[src/rtl/pram_queue.sv]
// ---------------------------------------------------------------------------
// pram_queue
//   First-word-fall-through FIFO sitting behind the PRAM address of the memory
//   controller. CPU stores push words in; a downstream consumer pops them
//   through a valid/ready port. Writes attempted while full are dropped and
//   latched in a sticky overflow flag.
//
// Ports
//   clk           system clock, rising-edge
//   rst_n         asynchronous active-low reset
//   wr_data       word to enqueue
//   wr_en         enqueue request, one word per cycle while high
//   full          queue holds DEPTH words (from registered count)
//   rd_data       head-of-queue word, meaningful only while rd_valid = 1
//   rd_valid      queue non-empty (from registered count)
//   rd_ready      consumer accepts rd_data this cycle
//   count         current occupancy, 0..DEPTH
//   overflow      sticky: a write was attempted while full
//   overflow_clr  synchronous clear of overflow (a same-cycle set wins)
// ---------------------------------------------------------------------------
module pram_queue #(
  parameter int WIDTH  = 16,
  parameter int ADDR_W = 4
) (
  input  logic              clk,
  input  logic              rst_n,
  input  logic [WIDTH-1:0]  wr_data,
  input  logic              wr_en,
  output logic              full,
  output logic [WIDTH-1:0]  rd_data,
  output logic              rd_valid,
  input  logic              rd_ready,
  output logic [ADDR_W:0]   count,
  output logic              overflow,
  input  logic              overflow_clr
);

  localparam int DEPTH = 1 << ADDR_W;
  // DEPTH expressed at count width: MSB set, all lower bits clear.
  localparam logic [ADDR_W:0] DEPTH_C = {1'b1, {ADDR_W{1'b0}}};

  logic [WIDTH-1:0]  mem_q [DEPTH];
  logic [ADDR_W-1:0] wr_ptr_q, wr_ptr_d;
  logic [ADDR_W-1:0] rd_ptr_q, rd_ptr_d;
  logic [ADDR_W:0]   count_q, count_d;
  logic              overflow_q, overflow_d;
  logic              push_s;
  logic              pop_s;

  // Flags come only from the registered count, never from same-cycle inputs.
  assign full     = (count_q == DEPTH_C);
  assign rd_valid = (count_q != {(ADDR_W+1){1'b0}});
  assign count    = count_q;
  assign overflow = overflow_q;

  // Fall-through read: the head word is presented without a pop request.
  assign rd_data  = mem_q[rd_ptr_q];

  assign push_s = wr_en & ~full;
  assign pop_s  = rd_valid & rd_ready;

  // Next-state computation for pointers, occupancy and the sticky overflow.
  always_comb begin
    wr_ptr_d   = wr_ptr_q;
    rd_ptr_d   = rd_ptr_q;
    count_d    = count_q;
    overflow_d = overflow_q;

    if (push_s) begin
      wr_ptr_d = wr_ptr_q + ADDR_W'(1);
    end else begin
      wr_ptr_d = wr_ptr_q;
    end

    if (pop_s) begin
      rd_ptr_d = rd_ptr_q + ADDR_W'(1);
    end else begin
      rd_ptr_d = rd_ptr_q;
    end

    case ({push_s, pop_s})
      2'b10:   count_d = count_q + (ADDR_W+1)'(1);
      2'b01:   count_d = count_q - (ADDR_W+1)'(1);
      default: count_d = count_q;
    endcase

    // A dropped write outranks a coincident clear so no overflow is lost.
    if (wr_en & full) begin
      overflow_d = 1'b1;
    end else if (overflow_clr) begin
      overflow_d = 1'b0;
    end else begin
      overflow_d = overflow_q;
    end
  end

  // Control registers: cleared asynchronously so a reset discards all words.
  always_ff @(posedge clk or negedge rst_n) begin
    if (!rst_n) begin
      wr_ptr_q   <= {ADDR_W{1'b0}};
      rd_ptr_q   <= {ADDR_W{1'b0}};
      count_q    <= {(ADDR_W+1){1'b0}};
      overflow_q <= 1'b0;
    end else begin
      wr_ptr_q   <= wr_ptr_d;
      rd_ptr_q   <= rd_ptr_d;
      count_q    <= count_d;
      overflow_q <= overflow_d;
    end
  end

  // Storage array: not reset, contents only observable through rd_valid.
  always_ff @(posedge clk) begin
    if (push_s) begin
      mem_q[wr_ptr_q] <= wr_data;
    end
  end

endmodule

[config.mk]
export PLATFORM = sky130hd
export DESIGN_NAME = pram_queue
export DESIGN_NICKNAME = d
export VERILOG_FILES = /design/src/rtl/pram_queue.sv
export SDC_FILE = /design/constraint.sdc
export NUM_CORES = 1
export LEC_CHECK = 0
export ABC_AREA = 0
export CAP_MARGIN = 0
export CORE_AREA = 5 5 147 149
export CTS_CLUSTER_DIAMETER = 30
export DETAILED_ROUTE_END_ITERATION = 10
export DIE_AREA = 0 0 152 154
export PLACE_DENSITY_LB_ADDON = 0.2
export SKIP_LAST_GASP = 1
export SLEW_MARGIN = 20
export SYNTH_ARGS = -nofsm -noshare
export SYNTH_HDL_FRONTEND = slang
export SYNTH_SLANG_ARGS = --single-unit
[constraint.sdc]
create_clock -name clk -period 4.3 [get_ports clk]
set_input_delay 0.43 -clock clk [delete_from_list [all_inputs] [get_ports clk]]
set_output_delay 0.43 -clock clk [all_outputs]
set_load 0.01 [all_outputs]
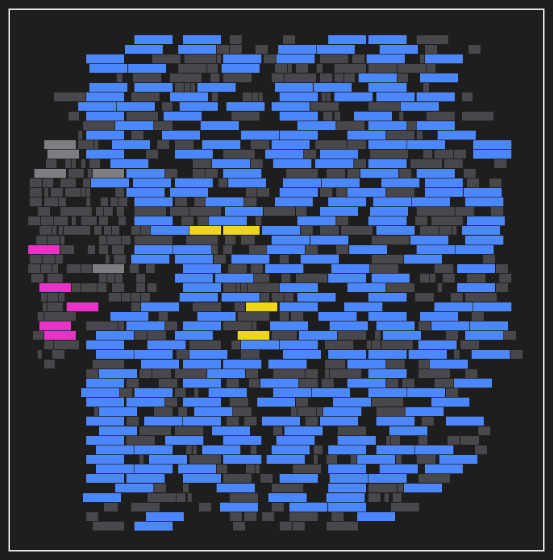
(run_1/flops_by_reg.png)
Other sequential cells in the stronger grey, the rest of the logic in the fainter grey.
Magenta marks count, flops 5, where left middle. Yellow marks rd_ptr_q, flops 4, where middle. Blue marks mem_q, flops 256.
Another 5 sequential cells are not coloured.
Seq group: 3.46 mW
FF/Latch Area: 8040 µm²
flop share of the area: 61.3%
Util after Layout: 65.4%

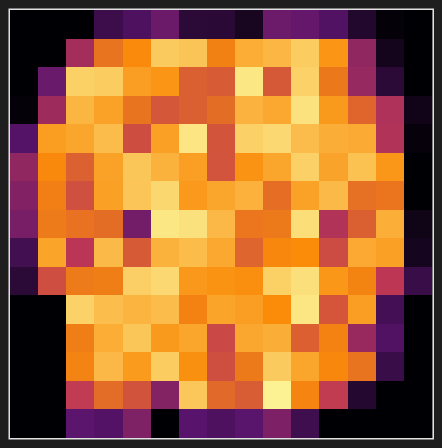
(run_1/cell_density.png)
15 x 15 tiles, from black (low) to pale yellow (high), 0 to 100% covered.
The emptiest ninth of the die: bottom right. 39% of the tiles are over 75% full. 15% of the tiles are nearly empty. The mean over all tiles is 55%.
FP Util: 54.5%
core area: 20,000 µm²

==> reports/qor.txt, run 1 <==
Final setup TNS: 0 ns
Final std cells w/o fill: 939
Switching power share of the total: 31.6%
Vias post-DR: 5,544
Cell with the most instances after synthesis: edfxtp_1
Comb area: 2650 µm²
Power Clock: 3.30 mW
First-pass GRT wire length: 35.9 mm
Leading cell kind: flip-flops and latches
Vias in the first global route: 5,912
Power, Total: 9.62 mW
Most frequent logic cell in the layout: edfxtp_1
Post-synthesis sequential area ratio: 73.6%
Dominant logic cell types in the final layout: 256 x edfxtp_1, 65 x mux2i_1, 44 x clkdlybuf4s50_1
Place WS: 1.23 ns
# diodes: 0
Gpl congestion: 0.748
CP Cell Sequence: buf_4, nor2b_4, buf_4, a221oi_1, o21ai_0, nand2_1, clkdlybuf4s50_1
Ys flops: 270
Synth Area per Inst: 19.8 µm²
Comb pwr: 2.87 mW
Max Clock Freq: 279 MHz
CP Launch Point: rd_ptr_q[1]
Non-clock buffer share: 5.00%
IR drop worst, VDD: 0.485 mV
Worst setup SP type: register
GR Util met1: 28.7%
Pin count of the biggest net entering global routing: 39
Post-synth top flop: edfxtp_1
Reg2reg path depth: 9
Ys async rst share: 5.19%
DRC: 0
Slew HR: 48.2%
Inverters: 6
Pwr/cell area: 734 nW/µm²
Chip Height: 154 µm
Final min period: 3.59 ns
Clk sink count: 270
Worst hold path class: in -> async
Yosys xor share: 0.802%
Non-clock buffer count: 71
Die width: 152 µm
Crit path largest cell delay: 0.55 ns
Post-CTS setup buffers: 0
Pre-Repair DR Iteration Count: 4
Final slew viol count: 0
Final setup violation count: 0
LEAKAGE: 4.56 nW
Total Wirelength: 23.0 mm
Syn_nets: 583
Slowest-stage cell, CP: clkdlybuf4s50_1
CP Buf/Inv Count: 3
Routed Antenna Nets: 0
Worst skew pair latency: 0.52 ns
Top cell by count, worst path: buf_4
Compound Share, Synth: 6.77%
Final #Nets: 667
Biggest register: mem_q
Post-layout period usage: 83.5%
Final hold vios: 0
Arr. time, crit path: 3.16 ns
Maximum clock insertion buffer count: 3
Detailed placement HPWL: 13.4 mm
Layout cell share with drive strength beyond 1: 27.5%
Clk pwr share: 34.3%
P_int: 6.58 mW
Max reg flops: 256
Die Area: 23,400 µm²
Met2 WL: 11.2 mm
Switching Power: 3.04 mW
M2 GR Usage: 31.7%
CP Max Fanout: 35
Combinational Power Share: 29.8%
RSZ-0062 raised after global routing: no
# Cells Yosys: 552
Worst endpoint required time: 3.87 ns
Vias per std cell: 5.90
Fillers: 1,378
Synth area leader: edfxtp_1
Yosys simple share: 2.23%
Reg2Reg Setup Slack: 1.65 ns
Post-synth EDFFs: 256
Gr busiest metal: met2
Resized Gates After CTS: 0
Dpl cell area: 11,700 µm²
Synth top area share: 70.4%
Row cnt: 52
Area of the mapped netlist: 10,900 µm²
End point of the critical path: rd_data[15]
Status: finished clean
Crit. path cell count: 7
Largest family of logic cells by area: multiplexers
Adder share: 1.21%
Num ports: 45
Metal-1 WL: 10.1 mm
Global route overflow: 0
Top cells by count: 256 x edfxtp_1, 65 x mux2i_1, 32 x mux4_2
Cells after synthesis: 552
Reg clk slew, reported paths: 0.05 ns
Routed length on met3: 1.14 mm
Worst setup EP type: primary output
CTS root buf: clkbuf_16
Delay-heaviest family, CP: buffers and inverters
Taps Inserted: 270
Post-Place Cells: 862
Flip-flop and latch count: 270
Hold_buf cts: 0
Skew final: 0.0139 ns
Flop pwr share: 35.9%
Max cap viols: 0
H-tree levels: 2
Setup Crit Path Kind: reg -> out
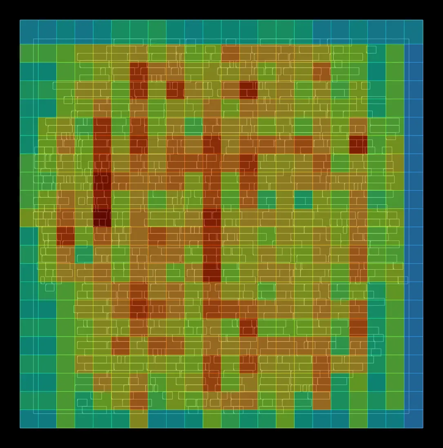
(run_1/congestion.png)
Wirelength per Cell: 24.5 µm
grt met3 use: 3.57%
GRT Util Overall: 20.0%

==> inputs of run 2 (changes only) <==
--- a/config.mk
+++ b/config.mk
@@ -7,10 +7,10 @@
 export LEC_CHECK = 0
 export ABC_AREA = 0
 export CAP_MARGIN = 0
-export CORE_AREA = 5 5 147 149
+export CORE_AREA = 5 5 149 151
 export CTS_CLUSTER_DIAMETER = 30
 export DETAILED_ROUTE_END_ITERATION = 10
-export DIE_AREA = 0 0 152 154
+export DIE_AREA = 0 0 154 156
 export PLACE_DENSITY_LB_ADDON = 0.2
 export SKIP_LAST_GASP = 1
 export SLEW_MARGIN = 20
==> constraint.sdc (replaced) <==
create_clock -name clk -period 3.04 [get_ports clk]
set_input_delay 0.304 -clock clk [delete_from_list [all_inputs] [get_ports clk]]
set_output_delay 0.304 -clock clk [all_outputs]
set_load 0.01 [all_outputs]
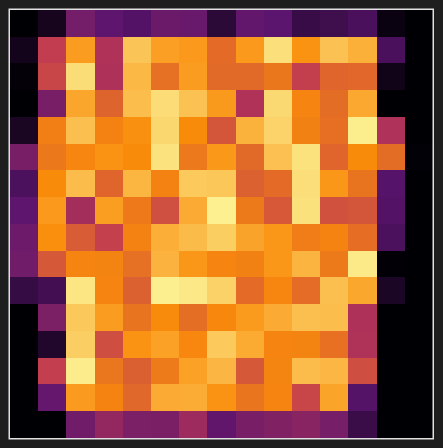
(run_2/cell_density.png)
15 x 16 tiles, from black (low) to pale yellow (high), 0 to 100% covered.
The fullest tile reaches 97%. The emptiest ninth of the die: bottom right. 13% of the tiles are nearly empty. The densest ninth of the die: middle. The mean over all tiles is 55%.
FP Util: 52.8%
Util after Layout: 65.6%

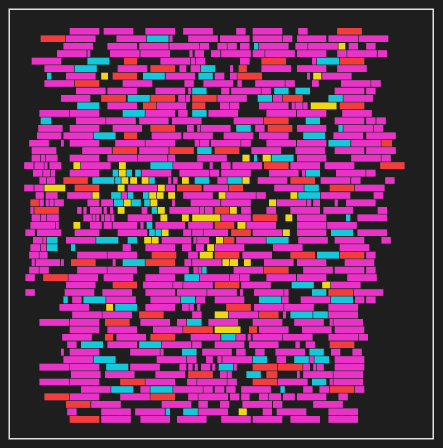
(run_2/sizes.png)
Red marks _6 and larger, cells 71, share 10%. Yellow marks _3 and _4 cells, cells 50, share 7.1%. Cyan marks _2 cells, cells 91, share 13%. Magenta marks _0 and _1 cells, cells 490, share 70%.
Area growth, synth to finish: 24.3%
setup ws final: 0.0754 ns
cell area after layout: 13,600 µm²

==> reports/qor.txt, run 2 <==
Reg clk slew, reported paths: 0.05 ns (about the same)
Switching power share of the total: 30.7% (was 31.6%)
Area of the mapped netlist: 10,900 µm² (unchanged)
Status: finished clean (unchanged)
Ys async rst share: 5.19% (unchanged)
Vias post-DR: 5,634 (was 5,544)
Taps Inserted: 275 (was 270)
Reg2reg path depth: 8 (was 9)
Final #Nets: 692 (was 667)
Top cells by count: 256 x edfxtp_1, 65 x mux2i_1, 32 x mux4_2 (unchanged)
Post-CTS setup buffers: 4 (was 0)
Dpl cell area: 11,800 µm² (was 11,700 µm²)
Final setup TNS: 0 ns (unchanged)
Final std cells w/o fill: 977 (was 939)
Layout cell share with drive strength beyond 1: 30.2% (was 27.5%)
Final hold vios: 0 (unchanged)
# diodes: 0 (unchanged)
Synth top area share: 70.4% (unchanged)
Synth Area per Inst: 19.8 µm² (unchanged)
Yosys simple share: 2.23% (unchanged)
Core area: 20,700 µm² (was 20,000 µm²)
Fillers: 1,399 (was 1,378)
Top cell by count, worst path: buf_12 (was buf_4)
End point of the critical path: rd_data[8] (was rd_data[15])
Yosys synthesis chip area: 10,900 µm² (unchanged)
Setup Crit Path Kind: reg -> out (unchanged)
Die width: 154 µm (was 152 µm)
Die Area: 24,000 µm² (was 23,400 µm²)
Post-synth EDFFs: 256 (unchanged)
Ys flops: 270 (unchanged)
Worst skew pair latency: 0.53 ns (was 0.52 ns)
Worst endpoint required time: 2.74 ns (was 3.87 ns)
CP Cell Sequence: buf_12, buf_12, mux2i_1, a221oi_4, a22oi_1, nand2_1, clkdlybuf4s50_1 (was buf_4, nor2b_4, buf_4, a221oi_1, o21ai_0, nand2_1, clkdlybuf4s50_1)
Comb/total area: 19.9% (was 20.2%)
GRT Util Overall: 20.0% (about the same)
Place WS: 0.313 ns (was 1.23 ns)
Cells after synthesis: 552 (unchanged)
Gr busiest metal: met2 (unchanged)
Comb pwr: 4.48 mW (was 2.87 mW)
Power Clock: 5.17 mW (was 3.30 mW)
Tool Warnings: 29 (unchanged)
First-pass GRT wire length: 35.8 mm (was 35.9 mm)
Clk sink count: 270 (unchanged)
Post-synthesis sequential area ratio: 73.6% (unchanged)
DRC: 0 (unchanged)
Detailed placement HPWL: 14.3 mm (was 13.4 mm)
Row cnt: 53 (was 52)
Synth area leader: edfxtp_1 (unchanged)
CP Max Fanout: 18 (was 35)
H-tree levels: 2 (unchanged)
Final min period: 2.96 ns
Worst setup EP type: primary output (unchanged)
Flip-flop and latch count: 270 (unchanged)
Pin count of the biggest net entering global routing: 35 (was 39)
Largest family of logic cells by area: multiplexers (unchanged)
Post-Place Cells: 877 (was 862)
Total Wirelength: 23.8 mm (was 23.0 mm)
Global route overflow: 0 (unchanged)
Pwr/cell area: 1060 nW/µm² (was 734 nW/µm²)
M2 GR Usage: 34.4% (was 31.7%)
Most frequent logic cell in the layout: edfxtp_1 (unchanged)
Slew HR: 53.6% (was 48.2%)
CTS root buf: clkbuf_16 (unchanged)
Post-layout period usage: 97.5%
Delay-heaviest family, CP: buffers and inverters (unchanged)
Hold_buf cts: 0 (unchanged)
Slowest-stage cell, CP: clkdlybuf4s50_1 (unchanged)
CP Launch Point: rd_ptr_q[0] (was rd_ptr_q[1])
Num ports: 45 (unchanged)
Arr. time, crit path: 2.66 ns (was 3.16 ns)
Yosys xor share: 0.802% (unchanged)
Crit. path cell count: 7 (unchanged)
Max Clock Freq: 337 MHz
Resized Gates After CTS: 5 (was 0)
Adder share: 1.21% (unchanged)
Non-clock buffer share: 6.27% (was 5.00%)
P_int: 10.0 mW (was 6.58 mW)
Gpl congestion: 0.801 (was 0.748)
Grt met3 use: 3.91% (was 3.57%)
Clk pwr share: 35.8% (was 34.3%)
Cell with the most instances after synthesis: edfxtp_1 (unchanged)
IR drop worst, VDD: 0.595 mV (was 0.485 mV)
Non-clock buffer count: 88 (was 71)
Worst setup SP type: register (unchanged)
LEAKAGE: 4.83 nW (was 4.56 nW)
Met2 WL: 12.4 mm (was 11.2 mm)
Switching Power: 4.43 mW (was 3.04 mW)
Compound Share, Synth: 6.77% (unchanged)
Metal-1 WL: 9.87 mm (was 10.1 mm)
Leading cell kind: flip-flops and latches (unchanged)
Max cap viols: 0 (unchanged)
Post-synth top flop: edfxtp_1 (unchanged)
Inverters: 6 (unchanged)
Crit path largest cell delay: 0.56 ns (was 0.55 ns)
Dominant logic cell types in the final layout: 256 x edfxtp_1, 65 x mux2i_1, 51 x clkbuf_16 (was 256 x edfxtp_1, 65 x mux2i_1, 44 x clkdlybuf4s50_1)
Routed length on met3: 1.14 mm (about the same)
Wirelength per Cell: 24.3 µm (was 24.5 µm)
Flop pwr share: 33.2% (was 35.9%)
Combinational Power Share: 31.0% (was 29.8%)
Final setup violation count: 0 (unchanged)
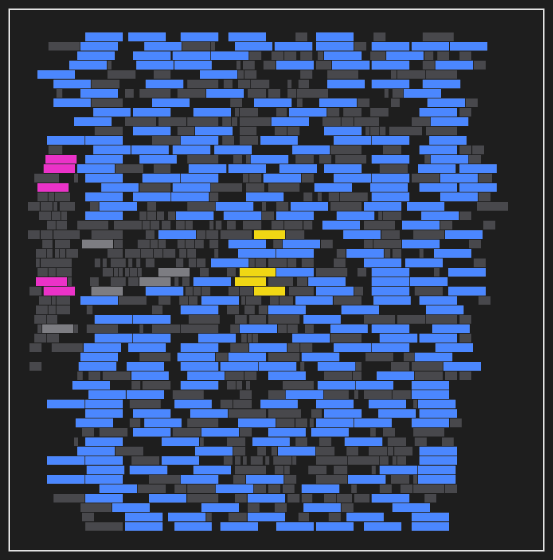
(run_2/flops_by_reg.png)
Other sequential cells in the stronger grey, the rest of the logic in the fainter grey.
Blue marks mem_q, flops 256, where all over the die. Magenta marks count, flops 5. Yellow marks rd_ptr_q, flops 4, where middle.
Another 5 sequential cells are not coloured.
flop share of the area: 59.2%
Seq group: 4.79 mW

==> inputs of run 3 (changes only) <==
--- a/config.mk
+++ b/config.mk
@@ -6,7 +6,6 @@
 export NUM_CORES = 1
 export LEC_CHECK = 0
 export ABC_AREA = 0
-export CAP_MARGIN = 0
 export CORE_AREA = 5 5 149 151
 export CTS_CLUSTER_DIAMETER = 30
 export DETAILED_ROUTE_END_ITERATION = 10
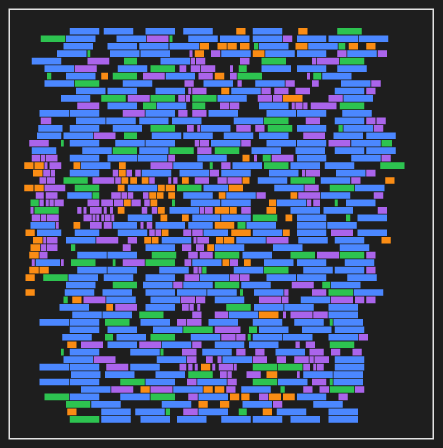
(run_3/placement_by_type.png)
Orange marks other buffers and delay cells, cells 88, share of their area 6.4%. Purple marks combinational and other logic, cells 252, share of their area 21%. Green marks clock drivers and dummy loads, cells 92, share of their area 12%. Blue marks flops, cells 270, share of their area 61%.
core area: 20,700 µm²
row cnt: 53

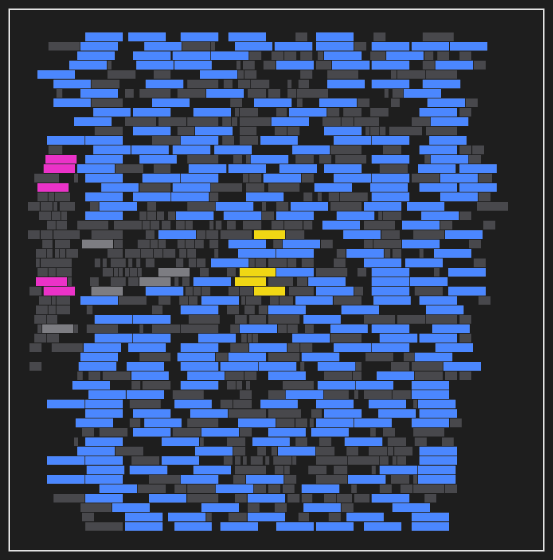
(run_3/flops_by_reg.png)
Other sequential cells in the stronger grey, the rest of the logic in the fainter grey.
Magenta marks count, flops 5. Yellow marks rd_ptr_q, flops 4, where middle. Blue marks mem_q, flops 256, where all over the die.

==> reports/qor.txt, run 3 <==
Clk pwr share: 35.8% (about the same)
Util after Layout: 65.6% (unchanged)
FP Util: 52.8% (unchanged)
Final setup violation count: 0 (unchanged)
Reg clk slew, reported paths: 0.05 ns (about the same)
Skew final: 0.0174 ns (unchanged)
H-tree levels: 2 (unchanged)
Post-CTS setup buffers: 4 (unchanged)
Status: finished clean (unchanged)
Total Wirelength: 23.8 mm (unchanged)
Vias post-DR: 5,634 (unchanged)
GRT Util Overall: 20.0% (unchanged)
Comb pwr: 4.48 mW (about the same)
Dominant logic cell types in the final layout: 256 x edfxtp_1, 65 x mux2i_1, 51 x clkbuf_16 (unchanged)
CP Max Fanout: 18 (unchanged)
Fillers: 1,399 (unchanged)
Post-Place Cells: 877 (unchanged)
Final #Nets: 692 (unchanged)
Max Clock Freq: 337 MHz (unchanged)
CP Launch Point: rd_ptr_q[0] (unchanged)
Seq group: 4.79 mW (about the same)
CP Cell Sequence: buf_12, buf_12, mux2i_1, a221oi_4, a22oi_1, nand2_1, clkdlybuf4s50_1 (unchanged)
Worst hold path class: in -> async (unchanged)
Pin count of the biggest net entering global routing: 35 (unchanged)
Vias per std cell: 5.77 (unchanged)
GR Util met1: 26.3% (unchanged)
Slowest-stage cell, CP: clkdlybuf4s50_1 (unchanged)
Vias in the first global route: 6,078 (unchanged)
Met2 WL: 12.4 mm (unchanged)
Arr. time, crit path: 2.66 ns (about the same)
M2 GR Usage: 34.4% (unchanged)
Clk sink count: 270 (unchanged)
Post-synth top flop: edfxtp_1 (unchanged)
Final setup TNS: 0 ns (unchanged)
Combinational Power Share: 31.0% (about the same)
FF/Latch Area: 8040 µm² (unchanged)
Slew HR: 53.6% (unchanged)
CTS tree: built (unchanged)
Final std cells w/o fill: 977 (unchanged)
Switching power share of the total: 30.7% (unchanged)
Routed length on met3: 1.14 mm (unchanged)
End point of the critical path: rd_data[8] (unchanged)
Power, Total: 14.4 mW (unchanged)
Yosys synthesis chip area: 10,900 µm² (unchanged)
Routed Antenna Nets: 0 (unchanged)
Ys async rst share: 5.19% (unchanged)
Wirelength per Cell: 24.3 µm (unchanged)
Taps Inserted: 275 (unchanged)
Dpl cell area: 11,800 µm² (unchanged)
Max reg flops: 256 (unchanged)
Num ports: 45 (unchanged)
Switching Power: 4.43 mW (unchanged)
Crit path largest cell delay: 0.56 ns (about the same)
Final slew viol count: 0 (unchanged)
Detailed placement HPWL: 14.3 mm (unchanged)
Metal-1 WL: 9.87 mm (unchanged)
CP Buf/Inv Count: 3 (unchanged)
Cell area after layout: 13,600 µm² (unchanged)
Setup ws final: 0.0754 ns (unchanged)
Most frequent logic cell in the layout: edfxtp_1 (unchanged)
Ys flops: 270 (unchanged)
Synth Area per Inst: 19.8 µm² (unchanged)
Post-layout period usage: 97.5% (unchanged)
Total of clock buffers placed in the layout: 60 (unchanged)
Cells after synthesis: 552 (unchanged)
CTS root buf: clkbuf_16 (unchanged)
Die Area: 24,000 µm² (unchanged)
Maximum clock insertion buffer count: 3 (unchanged)
Flip-flop and latch count: 270 (unchanged)
Dominant power group: the clock network (unchanged)
Worst endpoint required time: 2.74 ns (about the same)
Comb/total area: 19.9% (unchanged)
Power Clock: 5.17 mW (about the same)
Resized Gates After CTS: 5 (unchanged)
Cell with the most instances after synthesis: edfxtp_1 (unchanged)
Chip Height: 156 µm (unchanged)
P_int: 10.0 mW (unchanged)
Flop pwr share: 33.2% (about the same)
Pre-Repair DR Iteration Count: 5 (unchanged)
Crit. path cell count: 7 (unchanged)
Flop share of the area: 59.2% (unchanged)
Syn_nets: 583 (unchanged)
Setup Crit Path Kind: reg -> out (unchanged)
Die width: 154 µm (unchanged)
Worst skew pair latency: 0.53 ns (about the same)
Reg2Reg Setup Slack: 0.36 ns (about the same)
Biggest register: mem_q (unchanged)
First-pass GRT wire length: 35.8 mm (unchanged)
Reg2reg path depth: 8 (unchanged)
Compound Share, Synth: 6.77% (unchanged)
Global route overflow: 0 (unchanged)
Worst setup SP type: register (unchanged)
Max cap viols: 0 (unchanged)
Hold_buf cts: 0 (unchanged)
# diodes: 0 (unchanged)
Gpl congestion: 0.801 (unchanged)
Layout cell share with drive strength beyond 1: 30.2% (unchanged)
Leading cell kind: flip-flops and latches (unchanged)
Place WS: 0.313 ns (unchanged)
Delay-heaviest family, CP: buffers and inverters (unchanged)
IR drop worst, VDD: 0.595 mV (unchanged)
Final min period: 2.96 ns (unchanged)
Post-synth EDFFs: 256 (unchanged)
Post-synthesis sequential area ratio: 73.6% (unchanged)
LEAKAGE: 4.83 nW (unchanged)
Tool Warnings: 29 (unchanged)
Area growth, synth to finish: 24.3% (unchanged)
Synth area leader: edfxtp_1 (unchanged)
Final hold vios: 0 (unchanged)
Gr busiest metal: met2 (unchanged)
Synth top area share: 70.4% (unchanged)
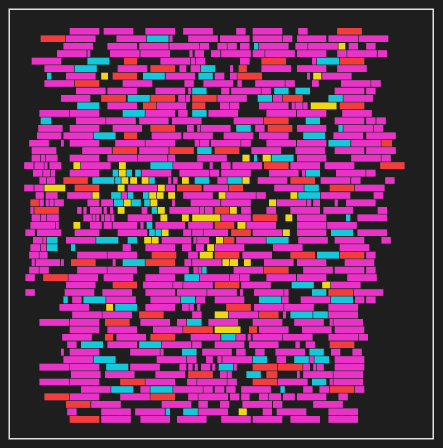
(run_3/sizes.png)
Magenta marks _0 and _1 cells, cells 490, share 70%. Yellow marks _3 and _4 cells, cells 50, share 7.1%. Red marks _6 and larger, cells 71, share 10%. Cyan marks _2 cells, cells 91, share 13%.
non-clock buffer count: 88

Power and IR drop assume default switching activity.
